==> config.mk <==
export PLATFORM = sky130hd
export DESIGN_NAME = alu_wb_stage
export DESIGN_NICKNAME = d
export VERILOG_FILES = /design/src/rtl/alu_wb_stage.sv
export SDC_FILE = /design/constraint.sdc
export NUM_CORES = 1
export LEC_CHECK = 0
export ABC_CLOCK_PERIOD_IN_PS = 10380
export CAP_MARGIN = 0
export CELL_PAD_IN_SITES_DETAIL_PLACEMENT = 1
export CELL_PAD_IN_SITES_GLOBAL_PLACEMENT = 2
export CORE_MARGIN = 3
export CORE_UTILIZATION = 36
export CTS_BUF_LIST = sky130_fd_sc_hd__clkbuf_16
export DETAILED_ROUTE_END_ITERATION = 16
export GPL_ROUTABILITY_DRIVEN = 0
export GPL_TIMING_DRIVEN = 0
export PLACE_DENSITY_LB_ADDON = 0.1
export SLEW_MARGIN = 0
export SYNTH_ARGS = -nofsm -noshare
export SYNTH_HDL_FRONTEND = slang
export SYNTH_SLANG_ARGS = --single-unit
==> constraint.sdc <==
create_clock -name clk -period 10.38 [get_ports clk]
set_clock_uncertainty 0.1 [all_clocks]
set_input_delay 3.114 -clock clk [delete_from_list [all_inputs] [get_ports clk]]
set_output_delay 3.114 -clock clk [all_outputs]
set_load 0.05 [all_outputs]
### Sequential cells grouped by signal name, run 1

Bar = 20 um. Other sequential cells in the stronger grey, the rest of the logic in the fainter grey.
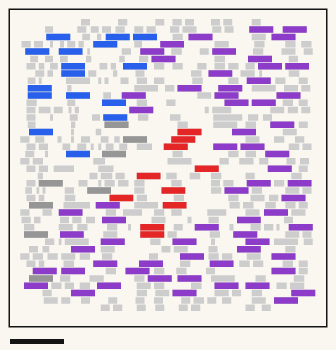
Key: blue = op_count [flops 16, where upper left]; red = idx_q [flops 10, where centre]; purple = data_q [flops 64, where widely spread]
Another 8 sequential cells are not coloured.
share of the core filled with cells in the final layout: 50.3%
Flop area: 2450 um2

### Gate families picked out, run 1

Bar = 20 um.
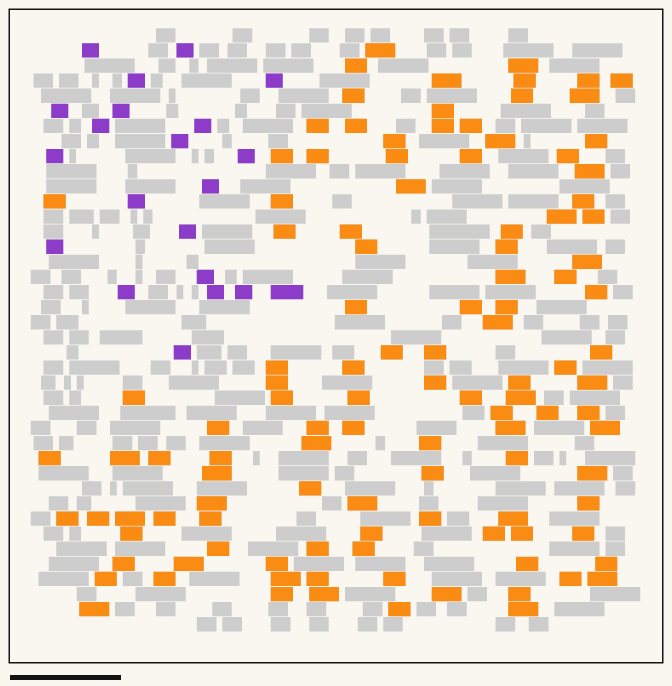
Key: purple = xor and xnor cells [cells 21]; orange = mux cells [cells 114, where widely spread]
most common library cell in the layout ignoring fill and taps: sky130_fd_sc_hd__clkdlybuf4s50_1
Layout Cells excl Fill: 581
multi-input logic portion of the cell area: 30.8%

### Routing congestion, run 1

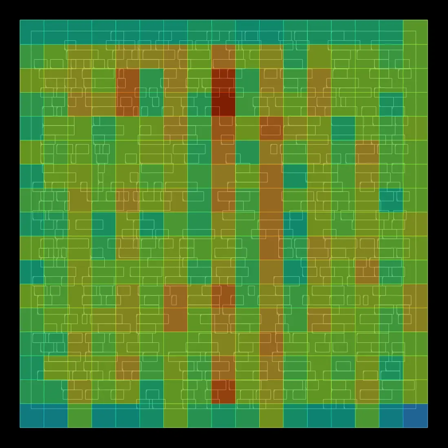
grt peak-use layer: met2
global routing usage summed across all routing layers: 14.6%
average detailed-routed wire length per instance: 16.6 um
GR met3 Demand/Resource: 6.39%

==> results.sh, run 1 <==
# yosys + openroad results
export IMPL_outcome="finished, final reports clean"
export IMPL_sh_seq_area_pct=40.4
export IMPL_finalNetCount=463
export IMPL_slew_limit_headroom_pct=20.9
export IMPL_hp_class="reg2reg"
export IMPL_maxClockFrequency_mhz=159
export IMPL_largest_cell_class="flip-flops and latches"
export IMPL_synth_flop_count=98
export IMPL_synth_cells=289
export IMPL_timing_max_transition_violations_final=0
export IMPL_yosysChipArea_um2=4470
export IMPL_crit_fanout=10
export IMPL_enable_flop_cells=0
export IMPL_layout_drive_gt1_share_pct=34.9
export IMPL_log_warning_count=30
export IMPL_floorplan_nets=344
export IMPL_top_layout_cells="sky130_fd_sc_hd__clkdlybuf4s50_1 (107), sky130_fd_sc_hd__dfrtp_1 (98), sky130_fd_sc_hd__mux2_2 (79), sky130_fd_sc_hd__mux2_4 (30), sky130_fd_sc_hd__xnor2_1 (14)"
export IMPL_mux_share_pct=31.2
export IMPL_dpl_hpwl_mm=6.69
export IMPL_synth_top_cells_by_area="sky130_fd_sc_hd__dfrtp_1 (55%), sky130_fd_sc_hd__mux2_2 (20%), sky130_fd_sc_hd__mux2_4 (10%)"
export IMPL_critPathSlowestCell="sky130_fd_sc_hd__clkdlybuf4s50_1"
export IMPL_layout_filler_cells=1225
export IMPL_drt_drc_violations_left=0
export IMPL_largest_net_degree_at_the_start_of_global_routing=58
export IMPL_synth_yosys_warnings=0
export IMPL_met3_length_um=664
export IMPL_layout_non_clock_buffers=121
export IMPL_crit_arrival_ns=3.09
export IMPL_detail_route_vias_per_cell=4.67
export IMPL_multiInputCombCellCount=175
export IMPL_yosysCellCount=289
export IMPL_layout_cell_area_non_filler_um2=6060
export IMPL_grt_antenna_before_repair=0
export IMPL_placed_cells=565
export IMPL_pre_antenna_drt_iters=3
export IMPL_seq_cells=98
export IMPL_ctsResizeCount=0
export IMPL_dr_max_layer_used="met4"
export IMPL_logic_area_um2=1870
export IMPL_io_buffer_count=107
export IMPL_drv_cap=0
export IMPL_tritoncts="built"
export IMPL_num_nonclk_inverters=3
export IMPL_hold_path_depth=1
export IMPL_design_portCount=112
export IMPL_drt_first_iter_violations=81
export IMPL_post_synth_ao_oa_area_fraction_pct=0.616
export IMPL_synthDominantCellAreaShare_pct=54.8
export IMPL_grt_setup_unrepaired="no"
export IMPL_timing_critical_path_required_ns=7.17
export IMPL_routed_wl_mm=9.62
export IMPL_mappedNetlistArea_um2=4470
export IMPL_area_after_dpl_um2=5780
export IMPL_grt_first_pass_wirelength_mm=16.0
export IMPL_reg2reg_setup_slack_ns=8.16
-- run 1: worst max-delay path: cells and delay by family, from the launching register on --
kind / cells / cell delay [ns]
buffers and inverters: 2 / 1.11
flip-flops: 1 / 0.42
XOR/XNOR: 1 / 0.50
AND/OR/NAND/NOR: 1 / 0.34
multiplexers: 1 / 0.37
--- run 2 (diff from run 1) ---
- ABC_CLOCK_PERIOD_IN_PS: 10380 -> 6200
- CORE_UTILIZATION: 36 -> 34
- clock period: 10.38 -> 6.2 ns (I/O delays scaled with it)
### Placement by cell class, run 2

Bar = 20 um.
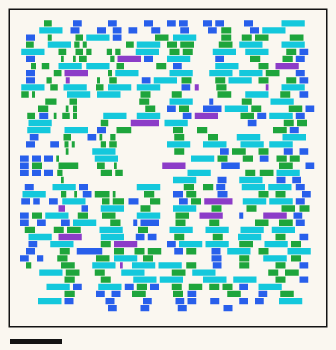
Key: blue = remaining buffers and delay cells [cells 121]; cyan = registers [cells 98]; green = remaining logic cells [cells 178]; purple = clock drivers and dummy loads [cells 16]
post-layout instance area: 6100 um2
core footprint: 12700 um2
sequential fraction of total cell area: 40.2%
cell row count: 41

### Sizing map, run 2

Bar = 20 um.
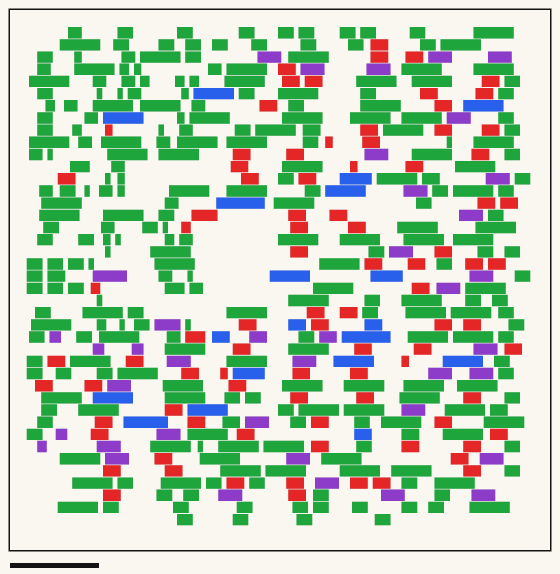
Key: green = x1 and smaller [cells 267]; purple = x3 and x4 [cells 39]; red = x2 [cells 88]; blue = x6 and larger [cells 19]
minimum setup slack in the final design: 1.12 ns
synth-to-layout area growth: 36.4%

==> results.sh, run 2 <==
# yosys + openroad results
export IMPL_routed_wl_mm=9.62
export IMPL_ctsResizeCount=0
export IMPL_finalNetCount=463
export IMPL_floorplan_die_height_um=121
export IMPL_crit_arrival_ns=3.12
export IMPL_grt_total_usage_pct=14.1
export IMPL_largest_net_degree_at_the_start_of_global_routing=54
export IMPL_synth_yosys_warnings=0
export IMPL_detail_route_vias_per_cell=4.66
export IMPL_placed_cells=569
export IMPL_logic_area_um2=1870
export IMPL_mappedNetlistArea_um2=4470
export IMPL_pre_antenna_drt_iters=4
export IMPL_hp_class="reg2reg"
export IMPL_grt_setup_unrepaired="no"
export IMPL_grt_first_pass_wirelength_mm=15.8
export IMPL_drt_drc_violations_left=0
export IMPL_cts_hold_repair_buffers=0
export IMPL_design_portCount=112
export IMPL_final_cells=585
export IMPL_io_buffer_count=107
export IMPL_met3_length_um=577
export IMPL_layout_drive_gt1_share_pct=35.4
export IMPL_seq_area_um2=2450
export IMPL_hold_path_depth=1
export IMPL_layout_cells_most_common="sky130_fd_sc_hd__clkdlybuf4s50_1"
export IMPL_grt_busiest_layer="met2"
export IMPL_outcome="finished, final reports clean"
export IMPL_worst_setup_hold_path_clk_slew_ns=0.06
export IMPL_path_delay_family="buffers and inverters"
export IMPL_timing_max_transition_violations_final=0
export IMPL_layout_filler_cells=1346
export IMPL_dpl_hpwl_mm=6.80
export IMPL_reg2reg_setup_slack_ns=3.97
export IMPL_maxClockFrequency_mhz=197
export IMPL_synth_top_cells_by_area="sky130_fd_sc_hd__dfrtp_1 (55%), sky130_fd_sc_hd__mux2_2 (20%), sky130_fd_sc_hd__mux2_4 (10%)"
export IMPL_enable_flop_cells=0
export IMPL_dr_max_layer_used="met4"
export IMPL_floorplan_nets=344
export IMPL_synthDominantCellAreaShare_pct=54.8
export IMPL_groute_layer_met3_usage_pct=5.89
export IMPL_top_layout_cells="sky130_fd_sc_hd__clkdlybuf4s50_1 (107), sky130_fd_sc_hd__dfrtp_1 (98), sky130_fd_sc_hd__mux2_2 (79), sky130_fd_sc_hd__mux2_4 (30), sky130_fd_sc_hd__xnor2_1 (14)"
export IMPL_slew_limit_headroom_pct=17.5
export IMPL_yosysChipArea_um2=4470
export IMPL_timing_critical_path_required_ns=4.24
export IMPL_synth_cells=289
export IMPL_die_size_x_um=121
export IMPL_drv_cap=0
export IMPL_grt_antenna_before_repair=0
export IMPL_tritoncts="built"
export IMPL_area_after_dpl_um2=5790
export IMPL_log_warning_count=30
export IMPL_drt_first_iter_violations=103
### Routing congestion, run 2

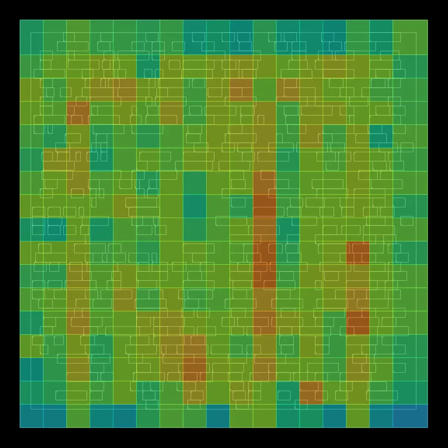
met1 routing resource usage after global routing: 17.0%
share of the core filled with cells in the final layout: 47.9%
average detailed-routed wire length per instance: 16.4 um
fraction of met2 tracks used by global routing: 23.2%

[run 2: cell type report]
class	count	share of cell area (%)
multi-input cells	175	30.6
flip-flops and latches	98	40.2
clock inverters	7	1.40
plain buffers	13	2.34
repair buffers	108	18.0
inverters	3	0.226
clock buffers	9	3.69
well taps	172	3.53
[run 2: cell families after synthesis]
kind of cell	count (synthesis)	share of synthesized area, %
AND/OR/NAND/NOR	36	5.04
multiplexers	114	31.2
XOR/XNOR	21	4.28
buffers and inverters	16	3.44
flip-flops	98	54.8
AND-OR/OR-AND	2	0.616
adder cells (fa/ha/maj)	2	0.560
